Design uart_rx_frame_z, sky130hd; sources not shown.
==> run_1/layer_met3.png <==
Drawn at 4 px/um.
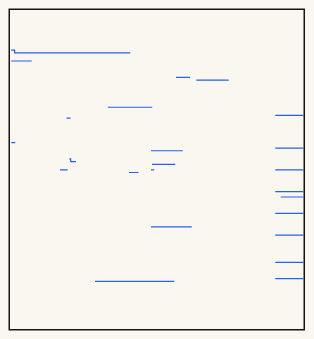
wire length on this layer: 165 um
longest straight run: 28.7 um
share of all routed wire: 4.3%
final wirelength: 3890 um
met3 Usage GRT: 0.0390
Vias: 1636

==> run_1/wires.png <==
Drawn at 4 px/um. Only two layers are drawn.
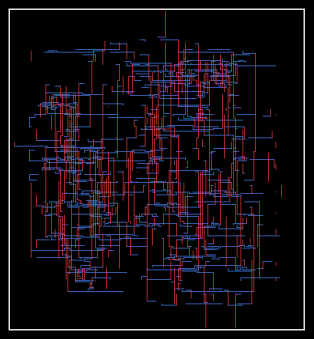
legend:
  blue:
    layer: metal 1
    wire_length: 1740 um
  red:
    layer: metal 2
    wire_length: 1900 um
Wirelength per Cell: 13.3 um
GRT Overall Usage: 0.159

==> run_1/placement.png <==
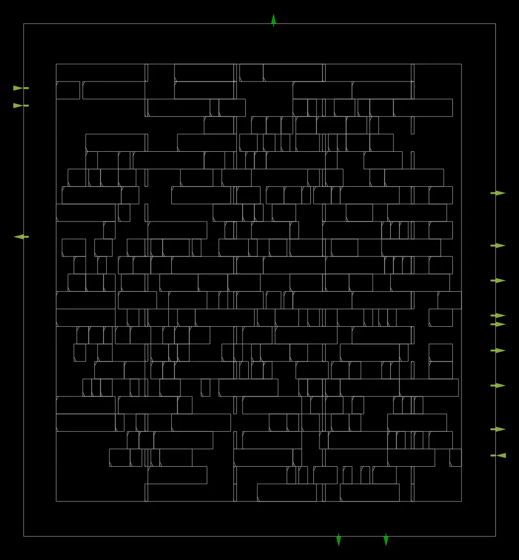
fillcell total: 362
flop share of the area: 0.451
core footprint: 4290 um2
non-filler instance count after layout: 293
num rows: 25

==> run_1/placement_by_type.png <==
Drawn at 3 px/um.
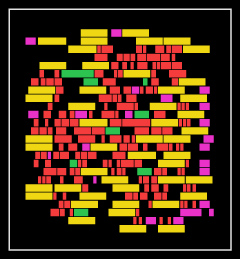
legend:
  magenta:
    class: other buffers and delay cells
    cells: 22
    share_of_their_area: 8.0%
  yellow:
    class: flops
    cells: 48
    share_of_their_area: 46%
  green:
    class: clock drivers and dummy loads
    cells: 8
    share_of_their_area: 4.3%
  red:
    class: combinational and other logic
    cells: 161
    share_of_their_area: 42%
final core occ: 0.625
Final Instance Area: 2680 um2

==> reports/qor.csv, run 1 <==
metric,value,unit
count of antenna diodes in the layout,0,
clock skew,8.68,ps
count of final setup violators,0,
Setup WS pre-CTS,-212,ps
clk root buf,clkbuf_8,
Internal,1.24,mW
final hold slack,146,ps
yosys cell count,214,
clock buffer depth,2,
P_leak,1.21,nW
Yosys cell types,53,
yosys xor share,0.0152,
largest net degree at the start of global routing,32,
"Period Utilization, post-route",0.922,
share of Yosys cell area claimed by the top area cell type,0.490,
combinational power,0.397,mW
FP Core Util,0.536,
Syn Std Cell Area,2300,um2
layout cells sized above 1,0.188,
"area leader, netlist",dfrtp_1,
asr flop ratio synth,1.00,
Final Critical Period,2440,ps
total CTS buffers,5,
GR Overflow Total,0,
Seq group,0.808,mW
"Arr. time, crit path",2630,ps
Layout area overhead,16.4,%
Slew @ Worst Pin,418,ps
"top comb family, area",simple AND/OR/NAND/NOR gates,
chip width,73.4,um
DR pass1 iterations,4,
first-pass GRT wire length,7270,um
Peak VDD IR,0.417,mV
aoi share,0.159,
worst r2r path cells,11,
crit path capture type,register,
Post-CTS Resized,2,
full die area,5850,um2
setup ws final,208,ps
synth warn,6,
Synth Net Count,225,
tool warnings,29,
antenna violations before repair,0,
number of post-CTS setup repair buffers,0,
"Slew Viols, Final",0,
RSZ-0062 raised after global routing,no,
status,completed,
routability congestion estimate from global placement,0.771,
Cell Pwr Density,644,nW/um2
DP Wirelength,2780,um
number of vias per cell,5.58,
Clock Sinks,48,
"commonest non-fill, non-tap cells in the layout","44 x dfrtp_1, 40 x nand2_1, 15 x o21ai_0",
DP Cell Count,283,
Clk power,0.520,mW
crit-path max FO,8,
Max Clock Freq,409,MHz
syn avg cell area,10.7,um2
Clock Pin Slew Worst Setup and Hold Paths,90,ps
Pwr top,sequential cells,
min-delay worst type,input port to async pin,
run 1: critical path, stage by stage, from the launching register on:
cell and delay [ps]:
dfrtp_1 380, inv_1 80, ha_1 250, inv_2 120
nor4bb_2 280, nand4b_1 180, nor3_4 180, buf_4 180
o21ba_4 170, a221oi_4 210, a21oi_1 100, a41o_1 200
run 1: layout make-up:
class,instances,area (um2),share of cell area
inverter,6,22.5,0.00842
timing repair buffer,17,170,0.0636
multi-input combinational,155,1060,0.396
buffer,5,37.5,0.0140
clock buffer,5,68.8,0.0257
clock inverter,3,42.5,0.0159
tap,54,67.6,0.0252
sequential,48,1210,0.451
run 1: per-layer routing:
layer,vias up,share of wire,track usage
met3,10,0.042,0.0390
met1,769,0.45,0.190
met4,0,0.022,0.0688
met2,28,0.49,0.268
met5,-,0,0
li1,829,-,-
==> run_1/flops_by_reg.png <==
Drawn at 8 px/um. Other sequential cells in the stronger grey, the rest of the logic in the fainter grey.
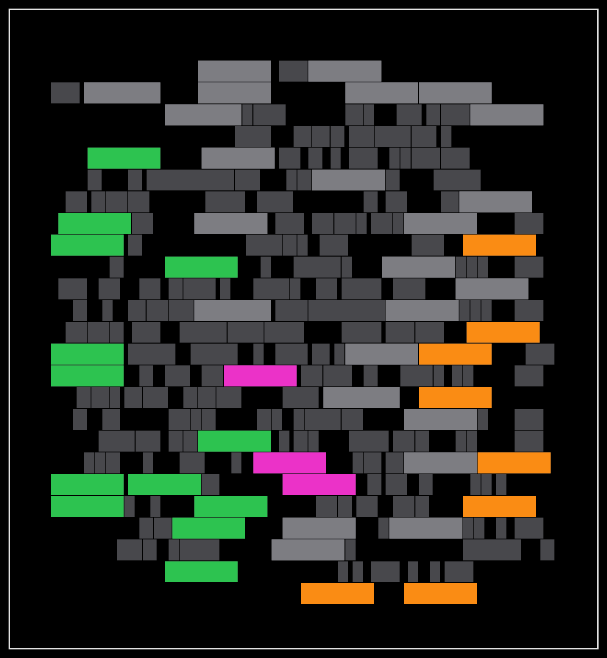

## Run 2: what changed since run 1
==> constraint.sdc (replaced) <==
create_clock -name clk -period 2.1 [get_ports clk]
set_input_delay 0.42 -clock clk [delete_from_list [all_inputs] [get_ports clk]]
set_output_delay 0.42 -clock clk [all_outputs]
set_load 0.01 [all_outputs]
==> run_2/flops_by_reg.png <==
Drawn at 8 px/um. Other sequential cells in the stronger grey, the rest of the logic in the fainter grey.
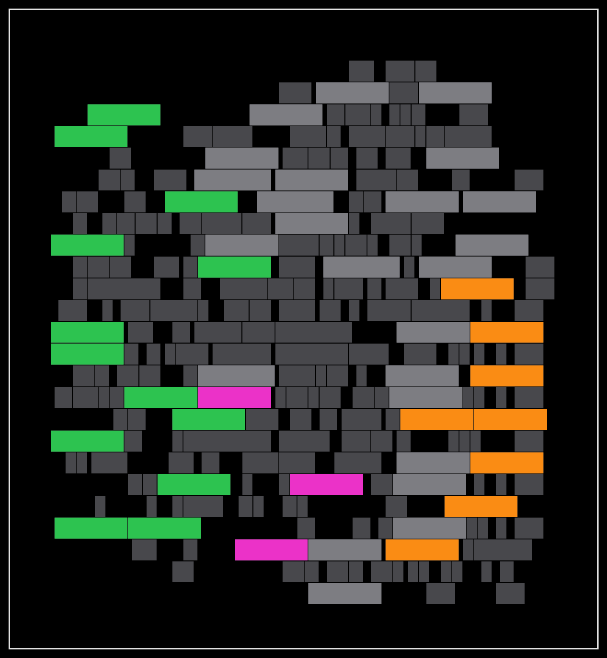
legend:
  green:
    name_in_the_netlist: `u_bps/bps_cnt`
    flops: 13
  orange:
    name_in_the_netlist: `data_rx`
    flops: 8
  magenta:
    name_in_the_netlist: `bit_idx`
    flops: 3
flop share of the area: 0.422
final core occ: 0.667

==> reports/qor.csv, run 2 <==
metric,value,unit
num rows,25,
total CTS buffers,5,
Internal,1.74,mW
DP Wirelength,2970,um
Non-clock buffering overhead,0.114,
met3 routed WL,197,um
# Taps,54,
asr flop ratio synth,1.00,
Comb/total area,0.387,
I/O Buffers,14,
crit path capture type,register,
WL met2,2270,um
first-pass GRT wire length,7840,um
RSZ-0062 raised after global routing,yes,
CP max stage delay,370,ps
Cell Pwr Density,835,nW/um2
"top comb family, area",simple AND/OR/NAND/NOR gates,
Top delay family on crit path,AND-OR/OR-AND gates,
fillcell total,331,
"Slew Viols, Final",0,
Syn Std Cell Area,2300,um2
cell chain of the critical path,inv_2 -> ha_4 -> inv_2 -> nor4bb_4 -> nand4b_1 -> nor3_4 -> buf_12 -> o21ba_4 -> a221oi_4 -> a21oi_2 -> a41o_1,
aoi share,0.159,
min-delay worst type,input port to async pin,
FP Core Util,0.536,
clock skew,5.85,ps
setup ws final,-4.16,ps
multi-input logic cell count,155,
Sequential Area,1210,um2
Yosys cell types,53,
"Chip Area, Yosys",2300,um2
Leading cell kind,flip-flops and latches,
kind of critical path,register to register,
crit-path max FO,8,
layout cells sized above 1,0.247,
Pwr top,sequential cells,
Most common cell on crit path,inv_2,
antenna violations before repair,0,
DP Cell Count,283,
Setup WS pre-CTS,-396,ps
share of Yosys cell area claimed by the top area cell type,0.490,
Comb gate area,1110,um2
GR Overflow Total,0,
"commonest non-fill, non-tap cells in the layout","44 x dfrtp_1, 40 x nand2_1, 15 x o21ai_0",
GRT Overall Usage,0.171,
main area contributors,"dfrtp_1 49%, nand2_1 6.5%, ha_1 4.4%",
inverter count,6,
met1 usage,0.209,
Adder Area Share,0.0435,
clk root buf,clkbuf_8,
Synth Net Count,225,
routability congestion estimate from global placement,0.797,
Max Clock Freq,475,MHz
met2 GRT Util,0.293,
count of final setup violators,1,
status,finished with violations,
Seq cells,48,
layout buffer count excluding clock buffers,34,
CLK BUF,7,
number of vias per cell,5.54,
combinational power,0.657,mW
Seq group,1.02,mW
"Period Utilization, post-route",1.00,
non-filler instance count after layout,305,
final hold slack,59.1,ps
crit path buf inv count,3,
full die area,5850,um2
P_leak,1.28,nW
max layer used,met4,
syn avg cell area,10.7,um2
Max-cap violations,0,
largest net degree at the start of global routing,31,
Wirelength per Cell,14.2,um
count of antenna diodes in the layout,0,
core footprint,4290,um2
Peak VDD IR,0.479,mV
Clk power,0.714,mW
chip width,73.4,um
critical path depth,11,
yosys xor share,0.0152,
sum of routed wire segments on met1,1810,um
tool warnings,32,
"Arr. time, crit path",2300,ps
Final Critical Period,2100,ps
clock buffer depth,2,
yosys cell count,214,
Layout area overhead,24.3,%
"Clk Latency, worst-skew pair",300,ps
Slew @ Worst Pin,455,ps
ClkCell Share,0.0442,
DR pass1 iterations,4,
violated checks,negative setup slack,
synth warn,6,
worst r2r path cells,11,
Clock Sinks,48,
slowest CP cell,dfrtp_1,
Top Usage Layer GRT,met2,
"area leader, netlist",dfrtp_1,
Clock Pin Slew Worst Setup and Hold Paths,80,ps
==> run_2/layer_met3.png <==
Drawn at 4 px/um.
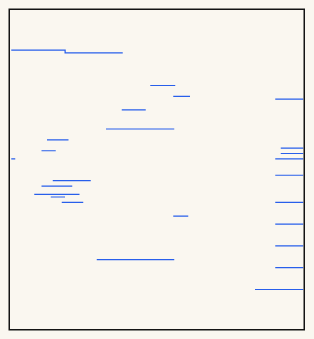
nets with wire on the layer: 20
share of all routed wire: 4.6%
Vias: 1691
final wirelength: 4330 um
met3 Usage GRT: 0.0403

-- run 2: netlist changes by cell type in the layout (fill, tap and decap cells not counted), moves of 2 or more --
cell	before	now
buf_12	1	3
buf_4	3	12
clkbuf_8	5	7
inv_1	4	2
-- run 2: through the flow --
stage                util  instance area (um2)
finish              0.667                 2860
detailed placement  0.594                 2550
global placement    0.591                 2530
CTS                 0.659                 2820
floorplan               -                 2320
global route        0.667                 2860
-- run 2: timing repair --
item	in CTS	in global routing
setup endpoints to repair	32	25
hold endpoints to repair	0	0
resized	10	2
hold buffers	0	0
pin swaps	5	5
setup buffers	11	3
Power is estimated from default activity; no workload was simulated.
